### Placement view, run 1

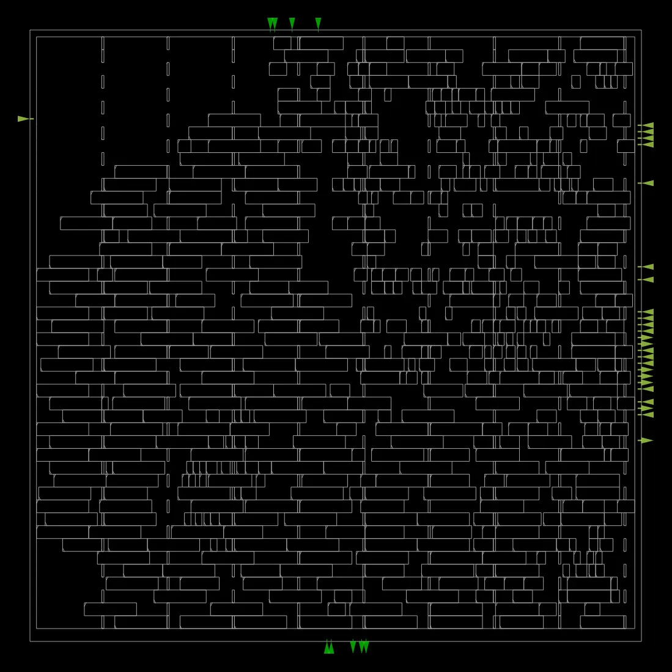
### Logic cells by family, run 1

Scale bar: 50 um.
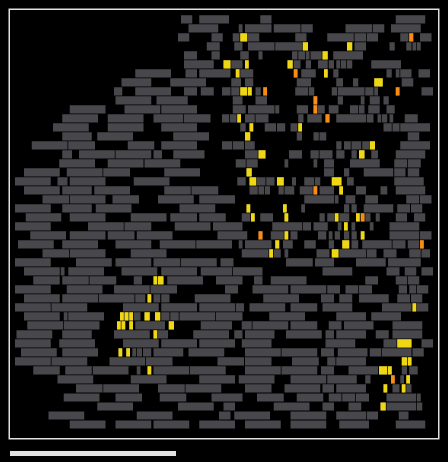
### Cell classes on the final placement, run 1

Scale bar: 50 um. Fill, decap, tap and diode cells in grey.
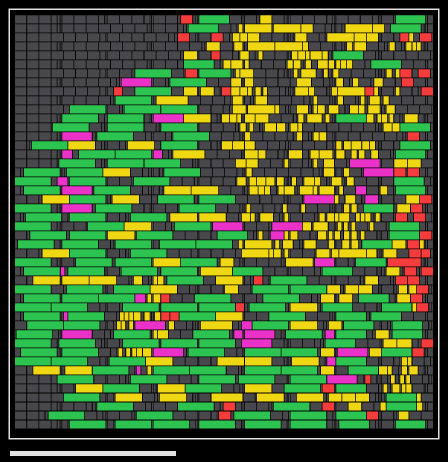
$ cat config.mk
export PLATFORM = sky130hd
export DESIGN_NAME = sr_mem_rmw
export DESIGN_NICKNAME = d
export VERILOG_FILES = /design/src/rtl/sr_mem_rmw_pkg.sv /design/src/rtl/sr_mem_rmw_shift_unit.sv /design/src/rtl/sr_mem_rmw.sv
export SDC_FILE = /design/constraint.sdc
export NUM_CORES = 1
export LEC_CHECK = 0
export CAP_MARGIN = 20
export CORE_UTILIZATION = 50
export DETAILED_ROUTE_END_ITERATION = 12
export PLACE_DENSITY = 0.68
export SLEW_MARGIN = 10
export SYNTH_ARGS = -nofsm -noshare
export SYNTH_HDL_FRONTEND = slang
export SYNTH_SLANG_ARGS = --single-unit
$ cat constraint.sdc
create_clock -name clk -period 9.45 [get_ports clk]
set_input_delay 2.3625 -clock clk [delete_from_list [all_inputs] [get_ports clk]]
set_output_delay 2.3625 -clock clk [all_outputs]
set_load 0.02 [all_outputs]
$ cat src/rtl/sr_mem_rmw_pkg.sv
// ============================================================================
// sr_mem_rmw_pkg : shared constants, op codes and FSM states for sr_mem_rmw
// Revision: 1.0
// ============================================================================
`default_nettype none

package sr_mem_rmw_pkg;

  localparam int DATAWIDTH = 8;
  localparam int ADDRWIDTH = 4;
  localparam int WRITE_LAT = 2;
  localparam int READ_LAT  = 1;

  // Counter holds (latency - 1) for whichever latency is larger.
  function automatic int cnt_width(input int wlat, input int rlat);
    int m;
    m = (wlat > rlat) ? wlat : rlat;
    return (m > 1) ? $clog2(m) : 1;
  endfunction

  localparam int CLOCKWIDTH = cnt_width(WRITE_LAT, READ_LAT);

  typedef enum logic [2:0] {
    OP_NOP  = 3'd0,
    OP_LOAD = 3'd1,
    OP_LSR  = 3'd2,
    OP_LSL  = 3'd3,
    OP_RR   = 3'd4,
    OP_RL   = 3'd5,
    OP_ASR  = 3'd6,
    OP_ASL  = 3'd7
  } sr_op_e;

  typedef enum logic [2:0] {
    ST_IDLE   = 3'd0,
    ST_FETCH  = 3'd1,
    ST_EXEC   = 3'd2,
    ST_WAIT   = 3'd3,
    ST_RDWAIT = 3'd4
  } sr_state_e;

endpackage

`default_nettype wire

$ cat src/rtl/sr_mem_rmw_shift_unit.sv
// ============================================================================
// sr_shift_unit : combinational shift/rotate/load datapath for one word
// Revision: 1.0
// ============================================================================
`default_nettype none

module sr_shift_unit
  import sr_mem_rmw_pkg::*;
#(
  parameter int DATAWIDTH = 8,
  parameter int SHW       = $clog2(DATAWIDTH)
) (
  input  logic [DATAWIDTH-1:0] W,
  input  logic [DATAWIDTH-1:0] D,
  input  logic [2:0]           op,
  input  logic [SHW-1:0]       shamt,
  input  logic                 MSBIn,
  input  logic                 LSBIn,
  output logic [DATAWIDTH-1:0] result
);

  localparam logic [DATAWIDTH-1:0] C_ONES = '1;

  logic           w_over;
  logic [SHW-1:0] w_krot;
  logic [SHW:0]   w_kinv;

  // Only a non-power-of-2 width can see shamt >= DATAWIDTH.
  generate
    if ((2 ** SHW) == DATAWIDTH) begin : g_pow2
      assign w_over = 1'b0;
      assign w_krot = shamt;
    end else begin : g_npow2
      assign w_over = (shamt >= SHW'(DATAWIDTH));
      assign w_krot = SHW'(shamt % SHW'(DATAWIDTH));
    end
  endgenerate

  // Complementary rotate amount; equals DATAWIDTH when w_krot is 0, which shifts to zero.
  assign w_kinv = (SHW + 1)'(DATAWIDTH) - {1'b0, w_krot};

  always_comb begin
    result = W;
    case (sr_op_e'(op))
      OP_NOP:  result = W;
      OP_LOAD: result = D;
      OP_LSR:  result = w_over ? {DATAWIDTH{MSBIn}} :
                        ((W >> shamt) | (~(C_ONES >> shamt) & {DATAWIDTH{MSBIn}}));
      OP_LSL:  result = w_over ? {DATAWIDTH{LSBIn}} :
                        ((W << shamt) | (~(C_ONES << shamt) & {DATAWIDTH{LSBIn}}));
      OP_RR:   result = (W >> w_krot) | (W << w_kinv);
      OP_RL:   result = (W << w_krot) | (W >> w_kinv);
      OP_ASR:  result = w_over ? {DATAWIDTH{W[DATAWIDTH-1]}} :
                        ((W >> shamt) | (~(C_ONES >> shamt) & {DATAWIDTH{W[DATAWIDTH-1]}}));
      OP_ASL:  result = w_over ? '0 : (W << shamt);
      default: result = W;
    endcase
  end

endmodule

`default_nettype wire

$ cat src/rtl/sr_mem_rmw.sv
// ============================================================================
// sr_mem_rmw : read-modify-write shift-register memory engine
// Revision: 1.0
// ============================================================================
`default_nettype none

module sr_mem_rmw
  import sr_mem_rmw_pkg::*;
#(
  parameter int DATAWIDTH = sr_mem_rmw_pkg::DATAWIDTH,
  parameter int ADDRWIDTH = sr_mem_rmw_pkg::ADDRWIDTH,
  parameter int WRITE_LAT = sr_mem_rmw_pkg::WRITE_LAT,
  parameter int READ_LAT  = sr_mem_rmw_pkg::READ_LAT,
  parameter int SHW       = $clog2(DATAWIDTH)
) (
  input  logic                 clk,
  input  logic                 reset,
  input  logic [DATAWIDTH-1:0] D,
  input  logic [2:0]           S,
  input  logic [SHW-1:0]       shamt,
  input  logic                 MSBIn,
  input  logic                 LSBIn,
  input  logic [ADDRWIDTH-1:0] addr,
  input  logic                 wr_en,
  input  logic                 rd_en,
  output logic                 ready,
  output logic [DATAWIDTH-1:0] dataout,
  output logic                 DataValid
);

  localparam int CNTW  = cnt_width(WRITE_LAT, READ_LAT);
  localparam int DEPTH = 2 ** ADDRWIDTH;

  logic [DATAWIDTH-1:0] mem [DEPTH];

  sr_state_e            state_q,   state_d;
  logic [CNTW-1:0]      cnt_q,     cnt_d;
  sr_op_e               op_q,      op_d;
  logic [DATAWIDTH-1:0] d_q,       d_d;
  logic [DATAWIDTH-1:0] word_q,    word_d;
  logic [DATAWIDTH-1:0] dataout_q, dataout_d;
  logic [SHW-1:0]       shamt_q,   shamt_d;
  logic [ADDRWIDTH-1:0] addr_q,    addr_d;
  logic                 msb_q,     msb_d;
  logic                 lsb_q,     lsb_d;
  logic                 valid_q,   valid_d;

  logic [DATAWIDTH-1:0] w_result;
  logic                 w_mem_we;

  sr_shift_unit #(
    .DATAWIDTH (DATAWIDTH),
    .SHW       (SHW)
  ) u_shift (
    .W      (word_q),
    .D      (d_q),
    .op     (op_q),
    .shamt  (shamt_q),
    .MSBIn  (msb_q),
    .LSBIn  (lsb_q),
    .result (w_result)
  );

  always_comb begin
    state_d   = state_q;
    cnt_d     = cnt_q;
    op_d      = op_q;
    d_d       = d_q;
    word_d    = word_q;
    dataout_d = dataout_q;
    shamt_d   = shamt_q;
    addr_d    = addr_q;
    msb_d     = msb_q;
    lsb_d     = lsb_q;
    valid_d   = 1'b0;
    w_mem_we  = 1'b0;

    case (state_q)
      ST_IDLE: begin
        if (wr_en || rd_en) begin
          op_d    = sr_op_e'(S);
          d_d     = D;
          shamt_d = shamt;
          msb_d   = MSBIn;
          lsb_d   = LSBIn;
          addr_d  = addr;
        end
        // Write wins when both requests arrive together.
        if (wr_en) begin
          state_d = ST_FETCH;
        end else if (rd_en) begin
          state_d = ST_RDWAIT;
          cnt_d   = CNTW'(READ_LAT - 1);
        end
      end
      ST_FETCH: begin
        word_d  = mem[addr_q];
        state_d = ST_EXEC;
      end
      ST_EXEC: begin
        w_mem_we = (op_q != OP_NOP);
        if (WRITE_LAT == 0) begin
          state_d = ST_IDLE;
        end else begin
          state_d = ST_WAIT;
          cnt_d   = CNTW'(WRITE_LAT - 1);
        end
      end
      ST_WAIT: begin
        if (cnt_q == '0) state_d = ST_IDLE;
        else             cnt_d   = cnt_q - 1'b1;
      end
      ST_RDWAIT: begin
        if (cnt_q == '0) begin
          state_d   = ST_IDLE;
          valid_d   = 1'b1;
          dataout_d = mem[addr_q];
        end else begin
          cnt_d = cnt_q - 1'b1;
        end
      end
      default: state_d = ST_IDLE;
    endcase
  end

  always_ff @(posedge clk or posedge reset) begin
    if (reset) begin
      state_q   <= ST_IDLE;
      cnt_q     <= '0;
      op_q      <= OP_NOP;
      d_q       <= '0;
      word_q    <= '0;
      dataout_q <= '0;
      shamt_q   <= '0;
      addr_q    <= '0;
      msb_q     <= 1'b0;
      lsb_q     <= 1'b0;
      valid_q   <= 1'b0;
    end else begin
      state_q   <= state_d;
      cnt_q     <= cnt_d;
      op_q      <= op_d;
      d_q       <= d_d;
      word_q    <= word_d;
      dataout_q <= dataout_d;
      shamt_q   <= shamt_d;
      addr_q    <= addr_d;
      msb_q     <= msb_d;
      lsb_q     <= lsb_d;
      valid_q   <= valid_d;
    end
  end

  // Storage array carries no reset.
  always_ff @(posedge clk) begin
    if (w_mem_we) mem[addr_q] <= w_result;
  end

  assign ready     = (state_q == ST_IDLE);
  assign dataout   = dataout_q;
  assign DataValid = valid_q;

endmodule

`default_nettype wire

==> GITHUB_STEP_SUMMARY, run 1 <==
## Implementation flow summary

| Metric | Value |
|---|---|
| Global-route wire length before repair | 29000 um |
| Grt peak-use layer | met2 |
| Post-synth regs | 169 |
| FF-to-FF path depth | 9 |
| Total power | 3.69 mW |
| Max-cap violation count | 0 |
| Vias/cell | 6.28 |
| TritonCTS Buffers | 17 |
| Crit Path Class | register to primary output |
| Worst Setup End Kind | primary output |
| Sequential fraction of the synthesis area | 60.1% |
| Leak Pwr | 3.09 nW |
| Vias in the first global route | 4885 |
| Latency at later pin | 0.43 ns |
| Final WS setup | 5.17 ns |
| Cell area leaders | edfxtp_1 47%, mux4_2 13%, dfrtp_1 13% |
| Metal2 WL | 9340 um |
| Sw frac | 39.6% |
| Wire per inst | 24.4 um |
| Initial antenna violation count | 0 |
| Die Ht | 129 um |
| Clock tree skew after final layout | 0.0156 ns |
| # Cells Yosys | 537 |
| Overall routing resource usage | 24.4% |
| Resize count post-CTS | 0 |
| Worst Hold Slack | 0.506 ns |
| Int Pwr | 2.23 mW |
| YS chip area | 8100 um^2 |
| HP Class | register to register |
| Hold Path End | dataout[3] |
| Residual DRC count | 0 |
| Share of layout cells above drive strength 1 | 23.6% |
| Post-Syn Area | 8100 um^2 |
| Grt met2 use | 39.9% |
| First-pass DRT Iterations | 5 |
| Count leader, synth | edfxtp_1 |
| Root buffer cell | clkbuf_16 |
| Worst path required time | 7.09 ns |
| Pin count of the biggest net entering global routing | 42 |
| Worst slew pin tran | 0.988 ns |
| Sw Pwr | 1.46 mW |
| GRT met3 Usage | 4.62% |
| RD Place Congestion | 0.893 |
| R2R setup slack | 5.88 ns |
| Hold Crit Start | dataout[3] |
| Yosys warns | 0 |
| Commonest cells post-synth | 128 x edfxtp_1, 47 x mux4_2, 41 x dfrtp_1 |
| Grt ovf | 0 |
| Setup TNS | 0 ns |
| Cell Pwr Density | 404 nW/um^2 |
| Top_reg_cell synth | edfxtp_1 |
| Post-Syn Instances | 537 |
| Unique cell types | 65 |
| DP Wirelength | 12800 um |
| Dominant logic cell type in the layout | edfxtp_1 |
| IO Count | 34 |
| Final setup viols | 0 |
| Setup crit start kind | register |
| Maximum level of the CTS H-tree | 4 |
| Net Count, Synth | 565 |
| Comb power frac | 44.4% |
| Slew HR | 34.1% |
| Die Span X | 129 um |
| Synth top area share | 47.4% |
| M1 WL | 8060 um |
| CP arrival | 1.91 ns |
| Setup repair bufs after CTS | 0 |
| WL met3 | 1410 um |
| Reg with most FFs | mem |
| Sequential share of power | 38.1% |
| Max Clk Rate | 234 MHz |
| CTS tree | done |
| Top Metal Used | met4 |
| Status | finished, final reports clean |
| Top cells excl fill/tap | 128 x edfxtp_1, 47 x mux4_2, 40 x dfrtp_1 |
| # diodes | 0 |
| Core Util at FP | 51.2% |
| Peak supply drop | 0.185 mV |
| Drt initial violations | 489 |
| Setup Slack @ Placement | 5.15 ns |
| Final Hold Fails | 0 |
| Final period utilization | 45.3% |
| Post-synth EDFFs | 128 |
| Area growth syn-to-layout | 12.9% |
| Minimum clock period | 4.28 ns |
| Clk buf depth | 2 |
| Syn_area_per_cell | 15.1 um^2 |
| Post-synth ARST share | 24.3% |
| Max FFs per register | 128 |
| Hold path cells | 1 |
| Via count | 4927 |
| Total Wirelength | 19200 um |
| Final antenna-violating net count | 0 |
Back to the opening pictures, 'Placement view':
Layout fillers: 1238
n_taps: 216

Back to the opening pictures, 'Logic cells by family':
Key: inverters = orange [cells 12, most used inv_1]; NOR gates = yellow [cells 63, most used nor2_1, where widely spread]

Back to the opening pictures, 'Cell classes on the final placement':
Key: clock drivers and dummy loads = magenta [cells 32, share of their area 6.2%]; all other logic = yellow [cells 322, share of their area 34%]; flip-flops = green [cells 169, share of their area 55%]; other buffers and delay cells = red [cells 46, share of their area 5.0%]

-- run 1: layout make-up --
type / count / area, um^2 / share of cell area (%)
sequential: 169 / 4870 / 53.3
multi-input combinational: 310 / 2960 / 32.4
timing repair buffer: 46 / 445 / 4.87
clock buffer: 20 / 437 / 4.78
tap: 216 / 270 / 2.96
clock inverter: 12 / 113 / 1.23
inverter: 12 / 45.0 / 0.493
-- run 1: power by group through the flow --
stage,clock (mW),sequential [mW],combinational (mW)
5_1_grt,0.681,1.43,1.77
3_5_place_dp,0,1.42,1.61
4_1_cts,0.655,1.41,1.62
3_3_place_gp,0,1.41,1.57
6_report,0.644,1.41,1.64
2_1_floorplan,0,1.27,1.26
-- run 1: metrics by stage --
stage,utilization (%),cells,area (um^2)
2_1_floorplan,-,537,8100
5_1_grt,57.8,785,9140
3_3_place_gp,54.0,750,8540
4_1_cts,57.5,782,9090
6_report,57.8,785,9140
3_5_place_dp,54.0,750,8540
-- run 1: worst max-delay path by stage --
stage | from | to | slack, ns | cells after the start
after floorplan | state_q[1] | ready | 6.00 | 2
after global placement | wr_en | addr_q[0] | 5.22 | 3
after detailed placement | wr_en | d_q[5] | 5.15 | 3
after CTS | state_q[1] | ready | 5.14 | 2
after global routing | state_q[1] | ready | 5.10 | 2
final | state_q[1] | ready | 5.17 | 2
-- run 1: kinds of logic (layout without fill, tap and decap cells) --
kind of cell             after synthesis  after routing  share of synthesized area (%)
buffers and inverters                 58             90                           3.44
adder cells (fa/ha/maj)                4              4                          0.618
AND-OR/OR-AND                         86             86                           7.23
flip-flops                           169            169                           60.1
XOR/XNOR                               1              1                          0.108
multiplexers                         102            102                           21.5
AND/OR/NAND/NOR                      117            117                           7.04
-- run 1: critical path: stages, from the launching register on --
cell and delay [ns]:
dfrtp_1 0.50, nor3_1 0.33, clkdlybuf4s50_1 0.67
### Signal wires by layer, run 1

Scale bar: 50 um.
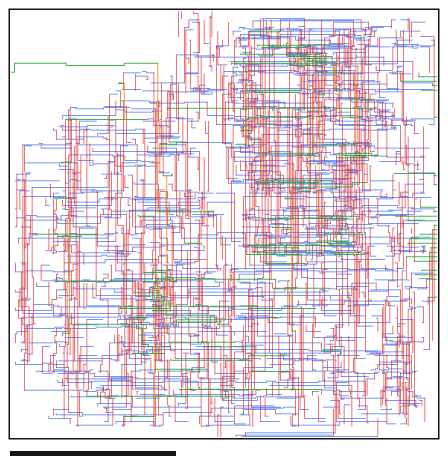

## Run 2: what changed since run 1
clock period = 4.4 ns   (was 9.45 ns; I/O delays follow)
### Signal wires by layer, run 2

Scale bar: 50 um.
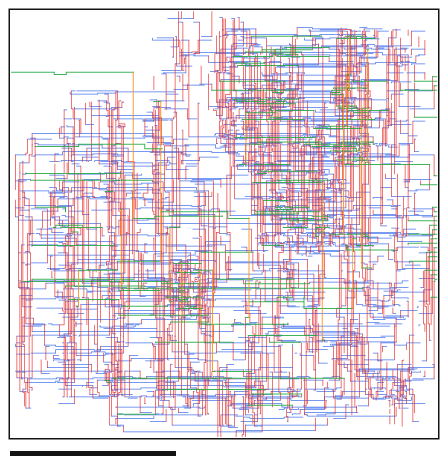
Key: met2 = red [wire length 9710 um]; met1 = blue [wire length 8360 um]; met4 = orange [wire length 485 um]; met3 = green [wire length 1760 um]

### Logic cells by family, run 2

Scale bar: 50 um.
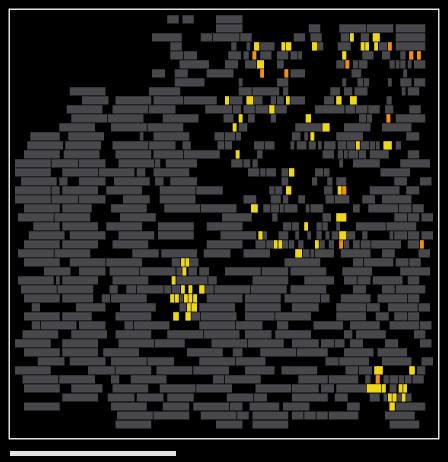
Key: NOR gates = yellow [cells 63, most used nor2_1]; inverters = orange [cells 12, most used inv_1]

==> run 2 against run 1 <==
- global-route usage rose by 1.5 points
- die area unchanged
- sequential power increased by 120%
- non-clock buffer count up 10
- critical endpoint is now mem[12][5]
- synthesized area did not move
==> GITHUB_STEP_SUMMARY, run 2 <==
## Implementation flow summary

| Metric | Value |
|---|---|
| Final antenna-violating net count | 0 (unchanged) |
| Placed cell area | 8610 um^2 (+0.79%) |
| Max Clk Rate | 324 MHz |
| Syn_area_per_cell | 15.1 um^2 (unchanged) |
| Status | finished, final reports clean |
| Max-cap violation count | 0 (unchanged) |
| Final Hold Fails | 0 (unchanged) |
| Xor/xnor share | 0.108% (unchanged) |
| Vias/cell | 6.40 (+1.9%) |
| Net Count, Synth | 565 (unchanged) |
| Clock slew at reported path FFs | 0.06 ns |
| Placed Cells | 759 (+1.2%) |
| Pin count of the biggest net entering global routing | 37 (-12%) |
| Final setup viols | 0 (unchanged) |
| First-pass DRT Iterations | 6 (+1) |
| Unrepaired setup endpoints after global routing | false |
| Post-Syn Area | 8100 um^2 (unchanged) |
| Resize count post-CTS | 0 (unchanged) |
| CTS tree | done |
| Top_reg_cell synth | edfxtp_1 |
| Row count | 46 |
| Overall routing resource usage | 25.9% (+1.5 points) |
| Post-synth regs | 169 (unchanged) |
| Sequential fraction of the synthesis area | 60.1% (unchanged) |
| Crit-path cells | or3_1 > and4b_1 > or3b_1 > nor2_1 > buf_4 |
| Mux area share | 21.5% (unchanged) |
| Dominant logic cell type in the layout | edfxtp_1 |
| Via count | 5085 (+3.2%) |
| IO Count | 34 (unchanged) |
| Maximum level of the CTS H-tree | 4 (unchanged) |
| Drt initial violations | 511 (+4.5%) |
| Setup TNS | 0 ns (unchanged) |
| Total power | 8.15 mW (+120%) |
| Post-synth EDFFs | 128 (unchanged) |
| Tool Warnings | 27 |
| RD Place Congestion | 0.928 (+4.0%) |
| Core Util at FP | 51.2% (unchanged) |
| CTS Hold Bufs | 0 |
| Yosys warns | 0 (unchanged) |
| Clk buf depth | 2 (unchanged) |
| Synth top area share | 47.4% (unchanged) |
| Cell Pwr Density | 879 nW/um^2 (+120%) |
| YS chip area | 8100 um^2 (unchanged) |
| Fin nets | 594 |
| Unique cell types | 65 (unchanged) |
| Die Span X | 129 um (unchanged) |
| Root buffer cell | clkbuf_16 |
| Fin area | 9280 um^2 (+1.5%) |
| Fin. max-slew vios | 0 |
| Setup repair bufs after CTS | 0 (unchanged) |
| Core box area | 15800 um^2 |
| Clock tree skew after final layout | 0.00992 ns (-0.00568 ns) |
| Die Ht | 129 um (unchanged) |
| Initial antenna violation count | 0 (unchanged) |
| Yosys adder share | 0.618% (unchanged) |
| Clock sink count | 169 |
| Area growth syn-to-layout | 14.6% |
| Vias in the first global route | 4870 (-0.31%) |
| Final non-filler cell total | 795 (+1.3%) |
| Wire per inst | 25.6 um (+4.7%) |
| Latency at later pin | 0.43 ns (about the same) |
| Top cells excl fill/tap | 128 x edfxtp_1, 47 x mux4_2, 40 x dfrtp_1 |
| Minimum clock period | 3.09 ns |
| Worst Setup End Kind | register |
| HP Class | register to register |
| Crit Path Class | register to register |
| Layout fillers | 1216 (-1.8%) |
| Cell area leaders | edfxtp_1 47%, mux4_2 13%, dfrtp_1 13% |
| Commonest cells post-synth | 128 x edfxtp_1, 47 x mux4_2, 41 x dfrtp_1 |
| Top non-seq family | multiplexers |
| Die area | 16700 um^2 |
| Post-synth ARST share | 24.3% (unchanged) |
| TritonCTS Buffers | 17 (unchanged) |
| I/O Buffers | 33 |
| Share of layout cells above drive strength 1 | 24.7% (+1.1 points) |
| Reg with most FFs | mem |
| Peak supply drop | 0.434 mV (+130%) |
| Worst path required time | 4.55 ns (-2.54 ns) |
| Setup crit start kind | register |
| Max stage delay on crit path | 0.98 ns (+0.31 ns) |
| Worst Hold Slack | 0.508 ns (+0.00209 ns) |
| # diodes | 0 (unchanged) |
| # Cells Yosys | 537 (unchanged) |
| Leak Pwr | 3.18 nW (+3.0%) |
| Simple-Gate Fraction of Synth Area | 7.04% (unchanged) |
| Max FFs per register | 128 (unchanged) |
| Worst Path Max Fanout | 31 |
| Count leader, synth | edfxtp_1 |
| Synth area leader | edfxtp_1 |
| Final period utilization | 70.1% |
| Grt ovf | 0 (unchanged) |
| DP Wirelength | 13500 um (+5.3%) |
| Post-Syn Instances | 537 (unchanged) |
| Slew HR | 32.4% (-1.7 points) |
| Global-route wire length before repair | 30200 um (+4.3%) |
| CP arrival | 3.23 ns (+1.32 ns) |
| Worst slew pin tran | 1.01 ns (+0.0223 ns) |
| Total Wirelength | 20300 um (+6.1%) |
| Critical Path Slowest Stage Cell | dfrtp_1 |
| Compound-gate portion of the synthesized area | 7.23% (unchanged) |
| Residual DRC count | 0 (unchanged) |
run 2: cell counts after synthesis:
No cell type changed its count.
run 2: path summary, 6_finish.rpt:
kind / depth (start not counted) / from / to / slack [ns]
worst max register to register: 5 / op_q[0] / mem[12][5] / 1.31
min in group asynchronous: 2 / reset / msb_q / 0.99
worst min-delay path: 1 / dataout[3] / dataout[3] / 0.51
worst max-delay path: 5 / op_q[0] / mem[12][5] / 1.31
max in group asynchronous: 3 / reset / word_q[6] / 2.70
worst min register to register: 1 / dataout[3] / dataout[3] / 0.51
run 2: per-layer routing:
| layer | vias to the layer above | share of wire, % | global-route usage [%] |
|---|---|---|---|
| met2 | 294 | 48 | 40.8 |
| li1 | 2182 | - | - |
| met4 | 0 | 2.4 | 9.97 |
| met3 | 39 | 8.7 | 5.53 |
| met5 | - | 0 | 0 |
| met1 | 2570 | 41 | 35.6 |
run 2: where the power goes:
group          switching, mW  internal [mW]  total [mW]
Sequential             0.523           2.54        3.07
Clock                  0.641          0.907        1.55
Combinational           2.01           1.53        3.54
Total                   3.17           4.98        8.15
run 2: final cells by class:
cell class                 count  area (um^2)  area share (%)
clock inverter                14          193            2.08
timing repair buffer          56          520            5.61
multi-input combinational    310         2950            31.8
clock buffer                  18          429            4.62
inverter                      12         45.0           0.485
tap                          216          270            2.91
sequential                   169         4870            52.5
run 2: metrics by stage:
stage	util (%)	setup WS, ns
after floorplan	-	1.21
after global placement	54.4	1.41
after detailed placement	54.4	1.28
after CTS	58.3	1.28
after global routing	58.6	1.16
final	58.6	1.31
run 2: worst max-delay path: cells and delay by family (launching register included):
kind	cells	cell delay (ns)
buffers and inverters	1	0.25
flip-flops	1	0.98
AND/OR/NAND/NOR	4	1.56
### Placement view, run 2

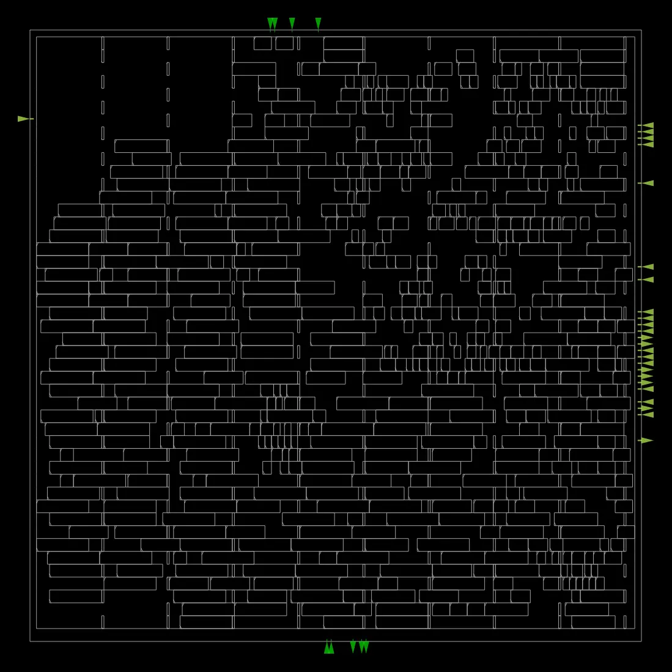

## Run 3: what changed since run 2
PLACE_DENSITY = 0.7   (was 0.68)
clock period = 2.5 ns   (was 4.4 ns; I/O delays follow)
### Placement view, run 3

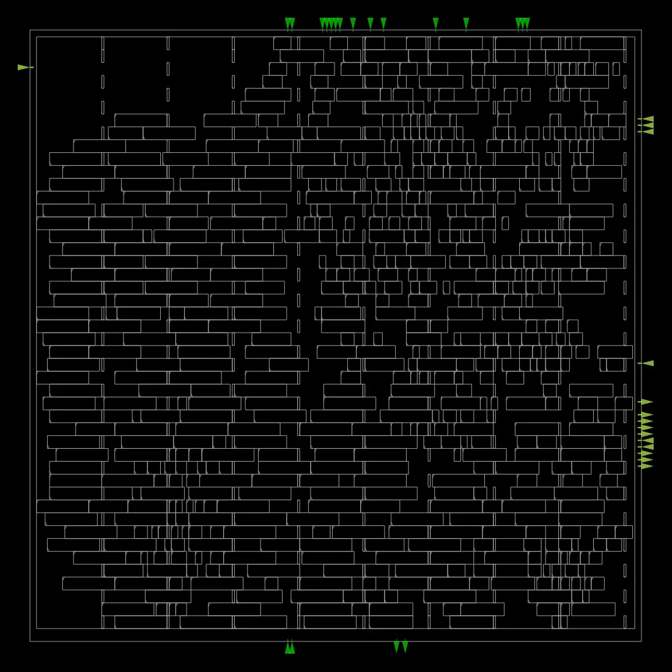
sequential share of cell area: 48.3%
final core occ: 63.7%

==> run 3 against run 2 <==
- the run now ends with negative setup slack left
- worst setup slack worse by 1.4 ns
- worst hold slack worse by 0.0032 ns
- die area unchanged
- clock power up 63%
- sequential share of layout area down 4.1 points
- design area up 8.6%
- via count up 6.8%
- register-to-register slack worse by 1.4 ns
- routed wire length up 6.7%
- critical path type unchanged
==> GITHUB_STEP_SUMMARY, run 3 <==
## Implementation flow summary

| Metric | Value |
|---|---|
| Status | finished, violations left |
| Failing checks | negative setup slack |
| Via count | 5430 (+6.8%) |
| CP Buf/Inv Count | 0 (-1) |
| Core box area | 15800 um^2 (unchanged) |
| RD Place Congestion | 0.967 (+4.2%) |
| Cell Pwr Density | 1610 nW/um^2 (+84%) |
| Pin count of the biggest net entering global routing | 31 (-16%) |
| Clk buf depth | 2 (unchanged) |
| Drt initial violations | 531 (+3.9%) |
| Setup crit start kind | register |
| Clock sink count | 169 (unchanged) |
| Root buffer cell | clkbuf_16 |
| Setup Slack @ Placement | -0.140 ns (-1.42 ns) |
| Layout fillers | 1125 (-7.5%) |
| Setup crit end | mem[13][2] |
| CTS Hold Bufs | 0 (unchanged) |
| Fin. max-slew vios | 0 (unchanged) |
| Critical Path Source | op_q[0] |
| Final WS setup | -0.0882 ns (-1.40 ns) |
| Worst path required time | 2.54 ns (-2.01 ns) |
| CTS tree | done |
| HP Class | register to register |
| Dominant logic cell type in the layout | edfxtp_1 |
| Unique cell types | 65 (unchanged) |
| Hold Path End | dataout[1] |
| Post-Syn Area | 8100 um^2 (unchanged) |
| Synth top area share | 47.4% (unchanged) |
| # Cells Yosys | 537 (unchanged) |
| Die Ht | 129 um (unchanged) |
| # diodes | 0 (unchanged) |
| Area growth syn-to-layout | 24.4% |
| Hold Crit Start | dataout[1] |
| Die area | 16700 um^2 (unchanged) |
| Vias in the first global route | 5253 (+7.9%) |
| Core Util at FP | 51.2% (unchanged) |
| Minimum clock period | 2.59 ns (-0.498 ns) |
| Max FFs per register | 128 (unchanged) |
| Hold path cells | 1 (unchanged) |
| Top_reg_cell synth | edfxtp_1 |
| Wire per inst | 25.1 um (-2.0%) |
| RR Startpoint | op_q[0] |
| Worst Path Max Fanout | 8 (-74%) |
| Resize count post-CTS | 10 (+10) |
| Initial antenna violation count | 0 (unchanged) |
| Grt ovf | 0 (unchanged) |
| Die Span X | 129 um (unchanged) |
| Yosys warns | 0 (unchanged) |
| Critical Path Slowest Stage Cell | nor2_1 |
| Cell area leaders | edfxtp_1 47%, mux4_2 13%, dfrtp_1 13% |
| Row count | 46 (unchanged) |
| YS chip area | 8100 um^2 (unchanged) |
| Worst Setup End Kind | register |
| Unrepaired setup endpoints after global routing | true |
| Share of layout cells above drive strength 1 | 37.1% (+12 points) |
| Global-route wire length before repair | 32100 um (+6.4%) |
| IO Count | 34 (unchanged) |
| CP arrival | 2.63 ns (-0.60 ns) |
| Clock tree skew after final layout | 0.0105 ns (+0.000545 ns) |
| Worst Hold Slack | 0.505 ns (-0.00317 ns) |
| Latency at later pin | 0.42 ns (about the same) |
| Fin nets | 664 (+12%) |
| Reg-to-reg endpoint | mem[13][2] |
| Synth area leader | edfxtp_1 |
| Peak supply drop | 0.798 mV (+84%) |
| I/O Buffers | 33 (unchanged) |
| Overall routing resource usage | 27.2% (+1.2 points) |
| Max Clk Rate | 386 MHz (+19%) |
| Post-Syn Instances | 537 (unchanged) |
| Levels on crit path | 4 (-1) |
| R2R setup slack | -0.09 ns (-1.40 ns) |
| Syn_area_per_cell | 15.1 um^2 (unchanged) |
| Count leader, synth | edfxtp_1 |
| Setup repair bufs after CTS | 0 (unchanged) |
| Max-cap violation count | 0 (unchanged) |
| Crit-path cells | or3_1 > and4b_1 > nand3b_1 > nor2_1 |
| Reg with most FFs | mem |
| Tool Warnings | 29 (+7.4%) |
| TritonCTS Buffers | 17 (unchanged) |
| Leak Pwr | 3.58 nW (+13%) |
| Final Hold Fails | 0 (unchanged) |
| Residual DRC count | 0 (unchanged) |
| Post-synth ARST share | 24.3% (unchanged) |
| Clock slew at reported path FFs | 0.07 ns (about the same) |
| Maximum level of the CTS H-tree | 4 (unchanged) |
| Sequential fraction of the synthesis area | 60.1% (unchanged) |
| Slew HR | 23.5% (-8.8 points) |
| Crit Path Class | register to register |
| DP Wirelength | 15100 um (+11%) |
| Worst slew pin tran | 1.14 ns (+0.132 ns) |
| Max stage delay on crit path | 0.92 ns (-0.06 ns) |
| Vias/cell | 6.28 (-1.9%) |
| First-pass DRT Iterations | 5 (-1) |
| Post-synth regs | 169 (unchanged) |
| Post-synth EDFFs | 128 (unchanged) |
| Final period utilization | 104% (+33 points) |
| Top cells excl fill/tap | 128 x edfxtp_1, 81 x buf_4, 47 x mux4_2 |
| FF-to-FF path depth | 4 (-1) |
| Final antenna-violating net count | 0 (unchanged) |
| Net Count, Synth | 565 (unchanged) |
| Commonest cells post-synth | 128 x edfxtp_1, 47 x mux4_2, 41 x dfrtp_1 |
| Total Wirelength | 21700 um (+6.7%) |
| Final setup viols | 24 (+24) |
| Crit-path leading delay family | simple AND/OR/NAND/NOR gates |
### Signal wires on met4, run 3

Scale bar: 50 um.
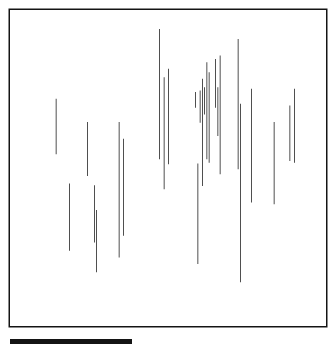
The layer holds 4.1% of the routed length. The layer carries 887 um of wire. 22 nets have wire on it.

==> run 3: area by class of cell <==
| type | count | area [um^2] | share of cell area (%) |
|---|---|---|---|
| clock buffers | 21 | 493 | 4.89 |
| clock inverters | 11 | 80.1 | 0.795 |
| inverters | 12 | 50.0 | 0.497 |
| multi-input cells | 312 | 3180 | 31.6 |
| flip-flops and latches | 169 | 4870 | 48.3 |
| well taps | 216 | 270 | 2.68 |
| repair buffers | 124 | 1130 | 11.2 |
==> run 3: power by group <==
group,total [mW],internal (mW),switching [mW]
clock network,2.53,1.43,1.10
registers,5.02,4.47,0.547
logic,8.70,4.00,4.70
total,16.3,9.91,6.35
==> run 3: metrics by stage <==
step	instance area, um^2	instances	setup TNS, ns	power, mW
2_1_floorplan	8200	537	0	9.81
3_3_place_gp	9290	827	-2.05	12.7
3_5_place_dp	9290	827	-6.88	12.8
4_1_cts	9910	859	-0.836	15.5
5_1_grt	10100	865	-3.70	16.9
6_report	10100	865	-1.15	16.3
==> run 3: metal layers <==
metal | GRT usage (%) | routed length, um | part of all wire, % | vias to the layer above
met5 | 0 | 0 | 0 | -
met1 | 37.2 | 8790 | 41 | 2797
met3 | 4.29 | 1450 | 6.7 | 59
met4 | 13.2 | 887 | 4.1 | 0
met2 | 42.9 | 10500 | 49 | 252
li1 | - | - | - | 2322
==> run 3: kinds of logic (layout without fill, tap and decap cells) <==
family / after synthesis / count (layout) / synth area share, %
buf+inv: 58 / 168 / 3.44
flops: 169 / 169 / 60.1
fa+ha+maj: 4 / 4 / 0.618
simple gates: 117 / 117 / 7.04
compound gates: 86 / 88 / 7.23
xor+xnor: 1 / 1 / 0.108
mux: 102 / 102 / 21.5
Power figures rest on the tool's default switching activity, not on a simulated workload.
